## src/rtl/read_bpm_test_link_pkg.sv

```systemverilog
// Shared BPM test link packet format: field layout, magic value and status codes.
// Used by both the receive side (readBPMTestLink) and the transmit side (writeBPMTestLink).
package read_bpm_test_link_pkg;

    localparam int                BPM_WORD_WIDTH      = 32;
    localparam int                BPM_MAGIC_WIDTH     = 16;
    localparam int                BPM_MAGIC_START_BIT = 16;
    localparam int                BPM_INDEX_WIDTH     = 5;
    localparam int                BPM_INDEX_START_BIT = 10;
    localparam int                BPM_NUM_DATA_WORDS  = 3;
    localparam logic [15:0]       BPM_HEADER_MAGIC    = 16'hA5BE;
    localparam int                BPM_COUNT_WIDTH     = 8;

    typedef enum logic [1:0] {
        STATUS_OK        = 2'd0,
        STATUS_BAD_MAGIC = 2'd1,
        STATUS_SHORT     = 2'd2,
        STATUS_LONG      = 2'd3
    } status_t;

    typedef enum logic [1:0] {
        ST_HEADER  = 2'd0,
        ST_DATA    = 2'd1,
        ST_DISCARD = 2'd2
    } rx_state_t;

    // Per-FA-cycle counters stick at full scale rather than wrapping.
    function automatic logic [BPM_COUNT_WIDTH-1:0] sat_inc(input logic [BPM_COUNT_WIDTH-1:0] value);
        if (value == {BPM_COUNT_WIDTH{1'b1}}) begin
            return value;
        end
        return value + BPM_COUNT_WIDTH'(1);
    endfunction

endpackage

```

## src/rtl/read_bpm_test_link_if.sv

```systemverilog
// AXI-Stream receive beat of the BPM test link (no back-pressure: every valid beat is taken).
interface read_bpm_test_link_if;

    logic [31:0] tdata;
    logic        tvalid;
    logic        tlast;

    modport master (
        output tdata,
        output tvalid,
        output tlast
    );

    modport slave (
        input tdata,
        input tvalid,
        input tlast
    );

endinterface

```

## src/rtl/read_bpm_test_link.sv

```systemverilog
// Decodes BPM test packets (header + NUM_DATA_WORDS words) from an Aurora AXIS stream,
// reports per-packet status and latches good/bad packet counts at every FA strobe.
module read_bpm_test_link
    import read_bpm_test_link_pkg::*;
#(
    parameter int                     MAGIC_WIDTH     = BPM_MAGIC_WIDTH,
    parameter int                     MAGIC_START_BIT = BPM_MAGIC_START_BIT,
    parameter int                     INDEX_WIDTH     = BPM_INDEX_WIDTH,
    parameter int                     INDEX_START_BIT = BPM_INDEX_START_BIT,
    parameter int                     NUM_DATA_WORDS  = BPM_NUM_DATA_WORDS,
    parameter logic [MAGIC_WIDTH-1:0] HEADER_MAGIC    = MAGIC_WIDTH'(BPM_HEADER_MAGIC)
) (
    input  logic                          auroraUserClk,
    input  logic                          auroraReset,
    input  logic                          auroraChannelUp,
    input  logic                          auroraFAstrobe,
    read_bpm_test_link_if.slave           BPM_TEST_AXI_STREAM_RX,
    output logic                          packetStrobe,
    output logic [INDEX_WIDTH-1:0]        packetIndex,
    output logic [32*NUM_DATA_WORDS-1:0]  packetData,
    output logic                          statusStrobe,
    output logic [1:0]                    statusCode,
    output logic [7:0]                    cycleGoodCount,
    output logic [7:0]                    cycleBadCount
);

    localparam int CNT_W    = (NUM_DATA_WORDS > 1) ? $clog2(NUM_DATA_WORDS) : 1;
    localparam int DATA_W   = 32 * NUM_DATA_WORDS;

    rx_state_t               state_q, state_d;
    logic [CNT_W-1:0]        word_cnt_q, word_cnt_d;
    logic [INDEX_WIDTH-1:0]  index_buf_q;
    logic [DATA_W-1:0]       data_buf_q, data_buf_d;
    status_t                 status_code_q, status_val;
    logic                    status_fire;
    logic                    packet_fire;
    logic                    capture_index;
    logic                    beat;
    logic                    magic_ok;
    logic                    last_word;
    logic [7:0]              good_cnt_q, bad_cnt_q;
    logic                    good_evt, bad_evt;

    assign beat      = auroraChannelUp && BPM_TEST_AXI_STREAM_RX.tvalid;
    assign magic_ok  = (BPM_TEST_AXI_STREAM_RX.tdata[MAGIC_START_BIT +: MAGIC_WIDTH] == HEADER_MAGIC);
    assign last_word = (word_cnt_q == CNT_W'(NUM_DATA_WORDS - 1));

    always_comb begin
        state_d       = state_q;
        word_cnt_d    = word_cnt_q;
        data_buf_d    = data_buf_q;
        status_fire   = 1'b0;
        status_val    = STATUS_OK;
        packet_fire   = 1'b0;
        capture_index = 1'b0;

        if (beat) begin
            case (state_q)
                ST_HEADER: begin
                    if (magic_ok) begin
                        if (BPM_TEST_AXI_STREAM_RX.tlast) begin
                            status_fire = 1'b1;
                            status_val  = STATUS_SHORT;
                        end else begin
                            capture_index = 1'b1;
                            word_cnt_d    = '0;
                            state_d       = ST_DATA;
                        end
                    end else begin
                        status_fire = 1'b1;
                        status_val  = STATUS_BAD_MAGIC;
                        state_d     = BPM_TEST_AXI_STREAM_RX.tlast ? ST_HEADER : ST_DISCARD;
                    end
                end

                ST_DATA: begin
                    // First data word lands in the most significant slot.
                    for (int w = 0; w < NUM_DATA_WORDS; w++) begin
                        if (word_cnt_q == CNT_W'(w)) begin
                            data_buf_d[32*(NUM_DATA_WORDS-w)-1 -: 32] = BPM_TEST_AXI_STREAM_RX.tdata;
                        end
                    end
                    if (last_word) begin
                        status_fire = 1'b1;
                        if (BPM_TEST_AXI_STREAM_RX.tlast) begin
                            status_val  = STATUS_OK;
                            packet_fire = 1'b1;
                            state_d     = ST_HEADER;
                        end else begin
                            status_val  = STATUS_LONG;
                            state_d     = ST_DISCARD;
                        end
                    end else if (BPM_TEST_AXI_STREAM_RX.tlast) begin
                        status_fire = 1'b1;
                        status_val  = STATUS_SHORT;
                        state_d     = ST_HEADER;
                    end else begin
                        word_cnt_d = word_cnt_q + CNT_W'(1);
                    end
                end

                ST_DISCARD: begin
                    if (BPM_TEST_AXI_STREAM_RX.tlast) begin
                        state_d = ST_HEADER;
                    end
                end

                default: begin
                    state_d = ST_HEADER;
                end
            endcase
        end
    end

    // Losing the channel abandons any partial packet without reporting it.
    always_ff @(posedge auroraUserClk or posedge auroraReset) begin
        if (auroraReset) begin
            state_q    <= ST_HEADER;
            word_cnt_q <= '0;
        end else if (!auroraChannelUp) begin
            state_q    <= ST_HEADER;
            word_cnt_q <= '0;
        end else begin
            state_q    <= state_d;
            word_cnt_q <= word_cnt_d;
        end
    end

    always_ff @(posedge auroraUserClk or posedge auroraReset) begin
        if (auroraReset) begin
            index_buf_q   <= '0;
            data_buf_q    <= '0;
            packetIndex   <= '0;
            packetData    <= '0;
            packetStrobe  <= 1'b0;
            statusStrobe  <= 1'b0;
            status_code_q <= STATUS_OK;
        end else begin
            data_buf_q   <= data_buf_d;
            packetStrobe <= packet_fire;
            statusStrobe <= status_fire;
            if (capture_index) begin
                index_buf_q <= BPM_TEST_AXI_STREAM_RX.tdata[INDEX_START_BIT +: INDEX_WIDTH];
            end
            if (status_fire) begin
                status_code_q <= status_val;
            end
            if (packet_fire) begin
                packetIndex <= index_buf_q;
                packetData  <= data_buf_d;
            end
        end
    end

    assign statusCode = status_code_q;

    // Counting is driven by the visible status strobe, so an FA strobe in the
    // same cycle as a status pulse pushes that event into the new FA cycle.
    assign good_evt = statusStrobe && (status_code_q == STATUS_OK);
    assign bad_evt  = statusStrobe && (status_code_q != STATUS_OK);

    always_ff @(posedge auroraUserClk or posedge auroraReset) begin
        if (auroraReset) begin
            good_cnt_q     <= '0;
            bad_cnt_q      <= '0;
            cycleGoodCount <= '0;
            cycleBadCount  <= '0;
        end else if (auroraFAstrobe) begin
            cycleGoodCount <= good_cnt_q;
            cycleBadCount  <= bad_cnt_q;
            good_cnt_q     <= {7'd0, good_evt};
            bad_cnt_q      <= {7'd0, bad_evt};
        end else begin
            if (good_evt) begin
                good_cnt_q <= sat_inc(good_cnt_q);
            end
            if (bad_evt) begin
                bad_cnt_q <= sat_inc(bad_cnt_q);
            end
        end
    end

endmodule

```

## src/flat_wrapper.sv

```systemverilog
// flat-port wrapper written by rule: the top's interface ports become plain ports
module read_bpm_test_link_flat import read_bpm_test_link_pkg::*;
#(
    parameter int                     MAGIC_WIDTH     = BPM_MAGIC_WIDTH,
    parameter int                     MAGIC_START_BIT = BPM_MAGIC_START_BIT,
    parameter int                     INDEX_WIDTH     = BPM_INDEX_WIDTH,
    parameter int                     INDEX_START_BIT = BPM_INDEX_START_BIT,
    parameter int                     NUM_DATA_WORDS  = BPM_NUM_DATA_WORDS,
    parameter logic [MAGIC_WIDTH-1:0] HEADER_MAGIC    = MAGIC_WIDTH'(BPM_HEADER_MAGIC)
)
  (auroraUserClk, auroraReset, auroraChannelUp, auroraFAstrobe, packetStrobe, packetIndex, packetData, statusStrobe, statusCode, cycleGoodCount, cycleBadCount, BPM_TEST_AXI_STREAM_RX_tdata, BPM_TEST_AXI_STREAM_RX_tvalid, BPM_TEST_AXI_STREAM_RX_tlast);
  read_bpm_test_link_if BPM_TEST_AXI_STREAM_RX_i ();
  input  logic auroraUserClk;
  input  logic auroraReset;
  input  logic auroraChannelUp;
  input  logic auroraFAstrobe;
  output logic packetStrobe;
  output logic [INDEX_WIDTH-1:0] packetIndex;
  output logic [32*NUM_DATA_WORDS-1:0] packetData;
  output logic statusStrobe;
  output logic [1:0] statusCode;
  output logic [7:0] cycleGoodCount;
  output logic [7:0] cycleBadCount;
  input wire logic [$bits(BPM_TEST_AXI_STREAM_RX_i.tdata)-1:0] BPM_TEST_AXI_STREAM_RX_tdata;
  input wire logic [$bits(BPM_TEST_AXI_STREAM_RX_i.tvalid)-1:0] BPM_TEST_AXI_STREAM_RX_tvalid;
  input wire logic [$bits(BPM_TEST_AXI_STREAM_RX_i.tlast)-1:0] BPM_TEST_AXI_STREAM_RX_tlast;
  assign BPM_TEST_AXI_STREAM_RX_i.tdata = BPM_TEST_AXI_STREAM_RX_tdata;
  assign BPM_TEST_AXI_STREAM_RX_i.tvalid = BPM_TEST_AXI_STREAM_RX_tvalid;
  assign BPM_TEST_AXI_STREAM_RX_i.tlast = BPM_TEST_AXI_STREAM_RX_tlast;
  read_bpm_test_link #(.MAGIC_WIDTH(MAGIC_WIDTH), .MAGIC_START_BIT(MAGIC_START_BIT), .INDEX_WIDTH(INDEX_WIDTH), .INDEX_START_BIT(INDEX_START_BIT), .NUM_DATA_WORDS(NUM_DATA_WORDS), .HEADER_MAGIC(HEADER_MAGIC)) u_core (.auroraUserClk(auroraUserClk), .auroraReset(auroraReset), .auroraChannelUp(auroraChannelUp), .auroraFAstrobe(auroraFAstrobe), .BPM_TEST_AXI_STREAM_RX(BPM_TEST_AXI_STREAM_RX_i), .packetStrobe(packetStrobe), .packetIndex(packetIndex), .packetData(packetData), .statusStrobe(statusStrobe), .statusCode(statusCode), .cycleGoodCount(cycleGoodCount), .cycleBadCount(cycleBadCount));
endmodule
```

## config.mk

```make
export PLATFORM = sky130hd
export DESIGN_NAME = read_bpm_test_link_flat
export DESIGN_NICKNAME = d
export VERILOG_FILES = /design/src/rtl/read_bpm_test_link_pkg.sv /design/src/rtl/read_bpm_test_link_if.sv /design/src/rtl/read_bpm_test_link.sv /design/src/flat_wrapper.sv
export SDC_FILE = /design/constraint.sdc
export NUM_CORES = 1
export LEC_CHECK = 0
export ABC_CLOCK_PERIOD_IN_PS = 16400
export CAP_MARGIN = 25
export CORE_MARGIN = 10
export CORE_UTILIZATION = 45
export DETAILED_ROUTE_END_ITERATION = 8
export PLACE_DENSITY = 0.79
export SYNTH_ARGS = -nofsm -noshare
export SYNTH_HDL_FRONTEND = slang
export SYNTH_SLANG_ARGS = --single-unit
```

## constraint.sdc

```tcl
create_clock -name auroraUserClk -period 16.4 [get_ports auroraUserClk]
set_input_delay 4.92 -clock auroraUserClk [delete_from_list [all_inputs] [get_ports auroraUserClk]]
set_output_delay 4.92 -clock auroraUserClk [all_outputs]
set_load 0.02 [all_outputs]
```

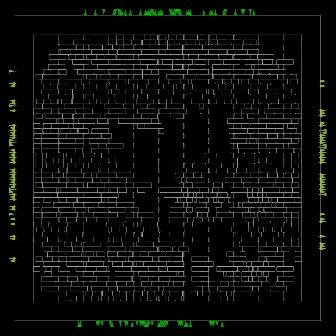
run_1/placement.png
core area: 0.0218 mm²
Util after Layout: 57.5%
fillers: 1695

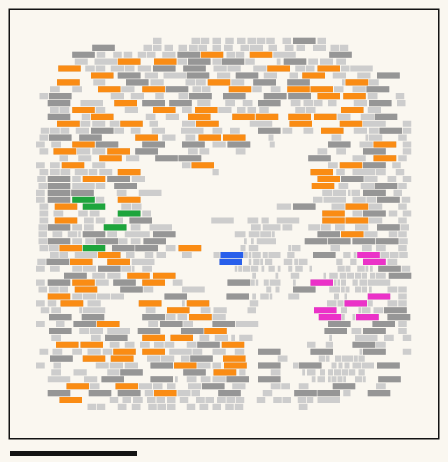
run_1/flops_by_reg.png
Scale bar: 50 µm.
u_core.good_cnt_q: in magenta, placed flops 8. u_core.data_buf_q: in orange, placed flops 96, where all over the die. u_core.word_cnt_q: in blue, placed flops 2. u_core.index_buf_q: in green, placed flops 5, where west.
Another 131 sequential cells are not colored.
flop share of the area: 48.4%
Reg area: 0.00606 mm²

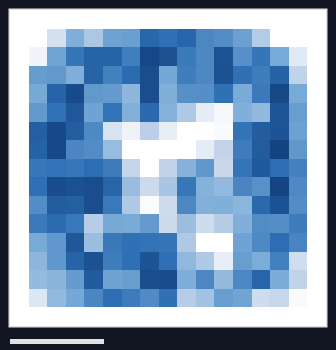
run_1/cell_density.png
Scale bar: 50 µm. 17 x 17 tiles, from white (low) to dark blue (high), 0 to 100% covered.
18% of the tiles are over 75% full. The densest ninth of the die: west. The emptiest ninth of the die: center. 26% of the tiles are nearly empty. The fullest tile reaches 92%. The mean over all tiles is 43%.
Init Core Util: 45.7%

==> job_summary.md, run 1 <==
### Metrics collected by this job

| Metric | Value |
|---|---|
| Status | `finished clean` |
| Sequential Power | `647 µW` |
| XORs/XNORs by Area | `0.705%` |
| Ys flops | `242` |
| Synth mux share | `28.5%` |
| Ao+oa area frac | `2.19%` |
| Die Area | `0.0284 mm²` |
| Htree depth | `1` |
| Synth-to-layout area growth | `25.9%` |
| Synth area leader | `dfrtp_1` |
| DR top layer | `met4` |
| WL final | `20.1 mm` |
| Clock Latency Late Sink | `0.52 ns` |
| Met3 wire len | `1.43 mm` |
| Syn_nets | `658` |
| Routed wl met2 | `9.45 mm` |
| Pwr per Cell Area | `102 mW/mm²` |
| Commonest flop | `dfrtp_1` |
| Clock transition at the registers of the reported paths | `0.06 ns` |
| Post-route minimum period | `7.34 ns` |
| Starting DRT DRC Count | `310` |
| Yosys chip area | `0.00993 mm²` |
| Vias per inst | `5.06` |
| Worst setup EP type | `register` |
[run 1: flip-flops by register name, indices dropped and copies added, names as in the netlist]
register / flops
u_core.data_buf_q: 96
u_core.bad_cnt_q: 8
u_core.good_cnt_q: 8
u_core.packetStrobe: 1
u_core.packetData: 96
u_core.cycleGoodCount: 8
u_core.state_q: 2
u_core.cycleBadCount: 8
u_core.index_buf_q: 5
u_core.packetIndex: 5
u_core.word_cnt_q: 2
u_core.statusCode: 2
u_core.statusStrobe: 1
[run 1: worst max-delay path, cell delays in order]
cell	delay, ns
clkdlybuf4s50_1	0.63
and4b_4	0.34
and2_4	0.53
buf_4	0.83
mux2_2	0.42
[run 1: metrics by stage]
step / hold slack (ns) / std cells / worst slack, ns / util [%]
after floorplan: 0.449 / 612 / 4.84 / -
after global placement: 0.465 / 1027 / 8.57 / 53.7
after detailed placement: 0.465 / 1028 / 8.53 / 53.8
after CTS: 0.479 / 1072 / 9.07 / 57.4
after global routing: 0.497 / 1073 / 8.92 / 57.5
final: 0.477 / 1073 / 9.06 / 57.5
[run 1: cells by family (layout without fill, tap and decap cells)]
logic type | count (synthesis) | after routing
AND-OR/OR-AND | 30 | 30
XOR/XNOR | 8 | 8
adder cells (fa/ha/maj) | 8 | 8
buffers and inverters | 35 | 216
flip-flops | 242 | 242
multiplexers | 224 | 224
AND/OR/NAND/NOR | 65 | 65
[run 1: placed cells by master (no fill, tap or decap), types with 2 or more instances in the layout]
cell type	netlist	final
mux2_2	133	133
clkinv_2	0	3
a21oi_1	2	2
nand3b_1	3	3
o21a_1	2	2
clkbuf_16	0	26
xor2_1	8	8
nand3_1	2	2
clkbuf_1	5	9
nor3_1	3	3
nand2b_1	2	2
nor2_1	17	17
buf_4	7	4
nor4bb_1	2	2
mux2_1	2	2
mux2i_1	5	5
nor2b_1	2	2
and4b_1	3	3
and3_1	6	6
o21ba_2	2	2
clkdlybuf4s50_1	0	158
clkbuf_8	0	4
o2111ai_1	2	2
nand2_4	2	2
mux2_4	84	84
nand2_1	7	7
and2_1	3	2
ha_1	8	8
o211ai_1	8	8
nand4_1	6	6
o21ai_0	6	6
dfrtp_1	242	242
inv_1	8	7
[run 1: final timing paths]
| path | start | end | cells past startpoint | slack, ns |
|---|---|---|---|---|
| max in group asynchronous | auroraReset | u_core.packetData[15] | 5 | 9.76 |
| worst max register to register | u_core.word_cnt_q[0] | u_core.packetData[33] | 6 | 13.37 |
| worst min register to register | u_core.data_buf_q[64] | u_core.data_buf_q[64] | 1 | 0.48 |
| worst min-delay path | u_core.data_buf_q[64] | u_core.data_buf_q[64] | 1 | 0.48 |
| worst max-delay path | BPM_TEST_AXI_STREAM_RX_tvalid | u_core.packetData[33] | 5 | 9.06 |
| min in group asynchronous | auroraReset | u_core.cycleBadCount[5] | 2 | 4.87 |
[run 1: cell type report]
class / count / area [µm²] / area share, %
inverter: 8 / 37.5 / 0.300
multi-input combinational: 335 / 3630 / 29.0
tap: 280 / 350 / 2.80
sequential: 242 / 6060 / 48.4
clock buffer: 39 / 739 / 5.91
clock inverter: 5 / 40.0 / 0.320
timing repair buffer: 164 / 1660 / 13.3
run_1/io_fan.png
Scale bar: 50 µm.
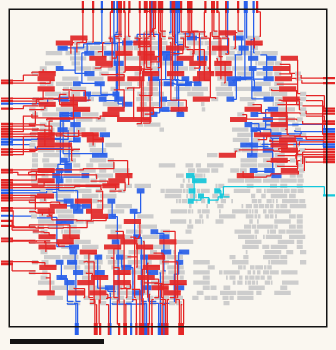

==> run 1 -> run 2 <==
Settings changed: ABC_CLOCK_PERIOD_IN_PS 16400 to 7500.
Clock period 16.4 ns to 7.5 ns, I/O delays scaled along.
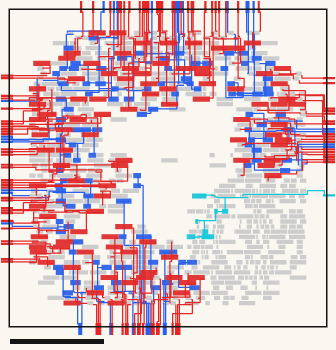
run_2/io_fan.png
Scale bar: 50 µm.
BPM_TEST_AXI_STREAM_RX_tdata: in blue, bits 32, direction input, edge 12 north, 9 south, 7 west, 4 east, end cells 105, wire 2070 µm. BPM_TEST_AXI_STREAM_RX_tlast: in cyan, bits 1, direction input, edge east, end cells 8, wire 127 µm. packetData: in red, bits 96, direction output, edge 31 west, 29 north, 19 south, 17 east, end cells 96, wire 4090 µm.
# IOs: 159
Port Buf Inserts: 158

==> run 2 against run 1 <==
- critical path depth stayed put
- sequential share of layout area hardly changed
- register-to-register slack worse by 8.7 ns
- worst hold slack better by 0.0032 ns
- global-route usage is 0.24 points higher
- area after synthesis stayed put
- via count is 1.1% higher
- cell area hardly changed
==> job_summary.md, run 2 <==
### Metrics collected by this job

| Metric | Value |
|---|---|
| Ys flops | `242` |
| Yosys adder share | `1.01%` |
| Clock transition at the registers of the reported paths | `0.06 ns` |
| CP delay by family, top | `simple AND/OR/NAND/NOR gates` |
| Init Core Util | `45.7%` |
| Comb area leader | `multiplexers` |
| Crit-path cells | `clkdlybuf4s50_1 > and4b_4 > and2_4 > buf_4 > mux2_2` |
| XORs/XNORs by Area | `0.705%` |
| Commonest flop | `dfrtp_1` |
| Count of clock tree sinks | `242` |
| Fin Hold WS | `0.481 ns` |
| Pwr per Cell Area | `224 mW/mm²` |
| WL final | `20.6 mm` |
| # diodes | `0` |
| Synth mux share | `28.5%` |
| Ao+oa area frac | `2.19%` |
| Vias per inst | `5.11` |
| Top Layout Cells | `242 x dfrtp_1, 158 x clkdlybuf4s50_1, 133 x mux2_2` |
| Yosys chip area | `0.00993 mm²` |
| Actual slew at the worst max-slew pin | `0.961 ns` |
| Biggest regs | `u_core.data_buf_q: 96 flops, u_core.packetData: 96 flops` |
| Post-route minimum period | `4.49 ns` |
| Syn_nets | `658` |
| Total GRT Usage | `14.3%` |
| Htree depth | `1` |
| CTS resizes | `0` |
| Synth area leader | `dfrtp_1` |
| Worst setup EP type | `register` |
| Status | `finished clean` |
| Worst path slowest cell | `and2_4` |
| Core area | `0.0218 mm²` |
| DP Worst Slack | `2.47 ns` |
| Routed wire per std cell | `19.2 µm` |
| Starting DRT DRC Count | `281` |
| Max stage delay on crit path | `0.79 ns` |
| Die Area | `0.0284 mm²` |
| CP Buf/Inv Count | `2` |
| Largest net degree at the start of global routing | `148` |
| Worst setup margin | `3.01 ns` |
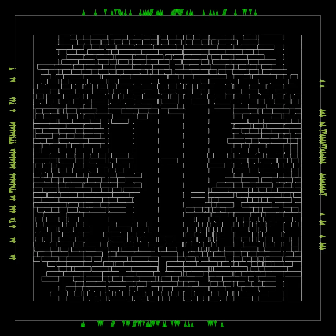
run_2/placement.png
fillers: 1681
final std cells w/o fill: 1074

## run 2: cell counts after synthesis
Identical to the previous run, type by type.
## run 2: cell type report
type	count	area [µm²]
fill	1681	9250
timing repair buffer	164	1660
sequential	242	6060
clock buffer	40	752
inverter	8	33.8
clock inverter	5	28.8
multi-input combinational	335	3630
tap	280	350
## run 2: worst paths after layout
path                                                from  cells past startpoint               endpoint  slack, ns
max in group asynchronous                    auroraReset                      3  u_core.data_buf_q[54]       4.08
max reg2reg                         u_core.word_cnt_q[0]                      6  u_core.packetData[47]       4.65
max                        BPM_TEST_AXI_STREAM_RX_tvalid                      5  u_core.packetData[47]       3.01
min reg2reg                        u_core.data_buf_q[65]                      1  u_core.data_buf_q[65]       0.48
min in group asynchronous                    auroraReset                      2      u_core.state_q[0]       2.17
min                                u_core.data_buf_q[65]                      1  u_core.data_buf_q[65]       0.48
## run 2: metal layers
metal	track usage, %	part of all wire, %	up-vias
li1	-	-	2510
met1	18.5	44	2821
met2	22.6	47	136
met3	5.09	7.3	26
met4	3.14	1.6	0
met5	0	0	-
## run 2: cells by family (layout without fill, tap and decap cells)
group / Yosys count / count (layout)
AND-OR/OR-AND: 30 / 30
buffers and inverters: 35 / 217
flip-flops: 242 / 242
AND/OR/NAND/NOR: 65 / 65
XOR/XNOR: 8 / 8
multiplexers: 224 / 224
adder cells (fa/ha/maj): 8 / 8
## run 2: power by group through the flow
stage	sequential [mW]	clock (mW)	combinational [mW]
final	1.42	1.18	0.208
after global routing	1.42	1.25	0.231
after CTS	1.42	1.20	0.212
after detailed placement	1.44	0	0.210
after global placement	1.43	0	0.203
after floorplan	1.44	0	0.134
## run 2: worst reg2reg max path: cells and delay by family, from the launching register on
family | cells | cell delay, ns
fa+ha+maj | 2 | 0.55
buf+inv | 2 | 0.60
flops | 1 | 0.43
mux | 1 | 0.39
simple gates | 1 | 0.77
## run 2: stage by stage
step	util, %	instances
2_1_floorplan	-	612
3_3_place_gp	53.8	1028
3_5_place_dp	53.9	1029
4_1_cts	57.5	1074
5_1_grt	57.5	1074
6_report	57.5	1074
run_2/power_grid.png
Scale bar: 50 µm. Pins as bars on the die edge. Tap cells in gray.
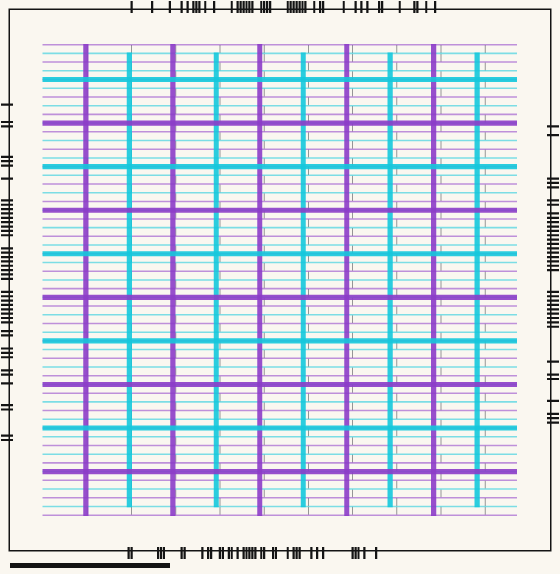

==> run 2 -> run 3 <==
Settings changed: ABC_CLOCK_PERIOD_IN_PS 7500 to 3900, PLACE_DENSITY 0.79 to 0.82.
Clock period 7.5 ns to 3.9 ns, I/O delays scaled along.
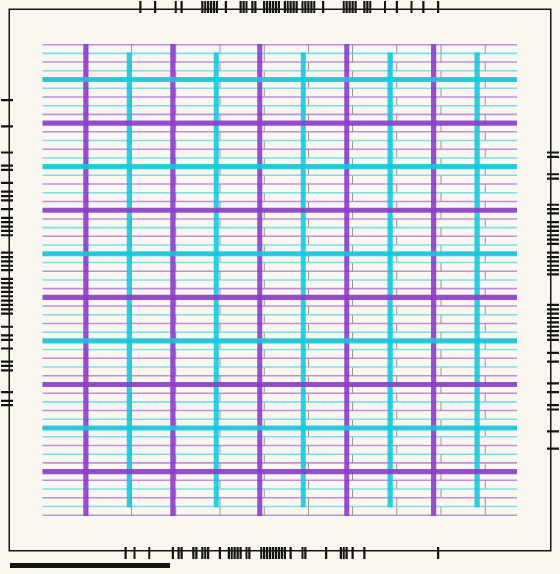
run_3/power_grid.png
Scale bar: 50 µm. Pins as bars on the die edge. Tap cells in gray.
VSS: in purple. VDD: in cyan.
280 tap cells. 10 straps on met5. 159 signal pins sit on the boundary. 10 straps on met4. 55 met1 rails follow the rows.
die height: 169 µm
Max IR drop VDD: 0.000356 V
Die Span X: 169 µm

==> run 3 against run 2 <==
- first-iteration DRC count grew 16%
- via count grew 0.40%
- cell area grew 2.0%
- combinational power increased by 94%
- highest routed layer unchanged
==> job_summary.md, run 3 <==
### Metrics collected by this job

| Metric | Value |
|---|---|
| CTS resizes | `0` |
| Worst Hold Launch | `u_core.data_buf_q[64]` |
| Synth area leader | `dfrtp_1` |
| Status | `finished clean` |
| Vias per inst | `5.11` |
| Most numerous logic cell after layout | `dfrtp_1` |
| Actual slew at the worst max-slew pin | `0.737 ns` |
| Worst setup margin | `0.967 ns` |
| Pwr per Cell Area | `460 mW/mm²` |
| Starting DRT DRC Count | `327` |
| Routed wire per std cell | `19.6 µm` |
| Top Layout Cells | `242 x dfrtp_1, 158 x clkdlybuf4s50_1, 133 x mux2_2` |
| Post-route minimum period | `2.93 ns` |
| Hold EP | `u_core.data_buf_q[64]` |
| Synth-to-layout area growth | `28.5%` |
| Worst R2R End | `u_core.packetData[7]` |
| Max stage delay on crit path | `0.65 ns` |
| Clock Latency Late Sink | `0.53 ns` |
| Worst setup EP type | `register` |
| # diodes | `0` |
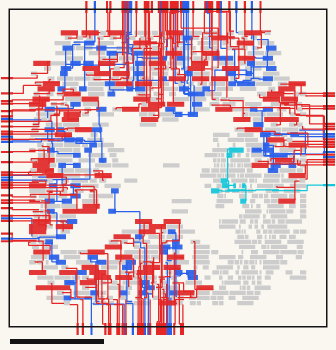
run_3/io_fan.png
Scale bar: 50 µm.
BPM_TEST_AXI_STREAM_RX_tdata: in blue, bits 32, direction input, edge 13 north, 8 south, 7 west, 4 east, end cells 105, wire 2040 µm. BPM_TEST_AXI_STREAM_RX_tlast: in cyan, bits 1, direction input, edge east, end cells 8, wire 121 µm. packetData: in red, bits 96, direction output, edge 32 north, 26 west, 23 south, 15 east, end cells 96, wire 4130 µm.

## run 3: cell count changes in the layout (fill, tap and decap cells not counted)
cell and delta:
buf_12 +5, bufinv_16 +5, buf_16 -1, clkinv_2 +1, clkbuf_16 +2, clkinvlp_4 +1, clkbuf_1 -5, buf_4 -2
## run 3: cell type report
cell class	instances	area [µm²]	share of cell area, %
timing repair buffer	166	1720	13.5
tap	280	350	2.75
inverter	8	33.8	0.265
sequential	242	6060	47.5
multi-input combinational	335	3630	28.4
clock buffer	37	783	6.14
clock inverter	12	191	1.50
## run 3: kinds of logic (layout without fill, tap and decap cells)
family / after synthesis / in the layout / synth area share (%)
compound gates: 30 / 30 / 2.19
xor+xnor: 8 / 8 / 0.705
fa+ha+maj: 8 / 8 / 1.01
buf+inv: 35 / 223 / 2.53
flops: 242 / 242 / 61.0
mux: 224 / 224 / 28.5
simple gates: 65 / 65 / 4.11
## run 3: stage by stage
stage | cells | power, mW | TNS [ns] | hold slack (ns)
after floorplan | 612 | 3.02 | -107.88 | 0.449
after global placement | 1031 | 3.15 | 0 | 0.461
after detailed placement | 1031 | 3.18 | 0 | 0.469
after CTS | 1080 | 5.93 | 0 | 0.482
after global routing | 1080 | 6.09 | 0 | 0.497
final | 1080 | 5.86 | 0 | 0.480
## run 3: routing by layer
| layer | share of wire [%] | GRT usage (%) |
|---|---|---|
| met1 | 44 | 18.6 |
| met2 | 48 | 23.5 |
| met3 | 6.6 | 4.91 |
| met4 | 1.7 | 3.41 |
| met5 | 0 | 0 |
## run 3: how the worst max path moves through the flow
stage | startpoint | endpoint | slack (ns)
2_1_floorplan | auroraReset | u_core.bad_cnt_q[0] | -0.45
3_3_place_gp | BPM_TEST_AXI_STREAM_RX_tdata[24] | u_core.index_buf_q[4] | 0.46
3_5_place_dp | BPM_TEST_AXI_STREAM_RX_tdata[24] | u_core.index_buf_q[4] | 0.41
4_1_cts | BPM_TEST_AXI_STREAM_RX_tvalid | u_core.packetData[88] | 0.97
5_1_grt | BPM_TEST_AXI_STREAM_RX_tvalid | u_core.packetData[88] | 0.89
6_report | BPM_TEST_AXI_STREAM_RX_tvalid | u_core.packetData[83] | 0.97
## run 3: power breakdown
part | internal, mW | switching (mW) | leakage [nW]
Combinational | 0.212 | 0.192 | 2.39
Sequential | 2.67 | 0.0558 | 3.31
Clock | 1.73 | 1.01 | 0.481
## run 3: worst max-delay path: cells and delay by family
kind	cells	cell delay (ns)
muxes	2	0.67
and+or+nand+nor	2	0.59
buffers and inverters	2	0.90
No activity file was given, so power comes from the tool's default toggle rates.
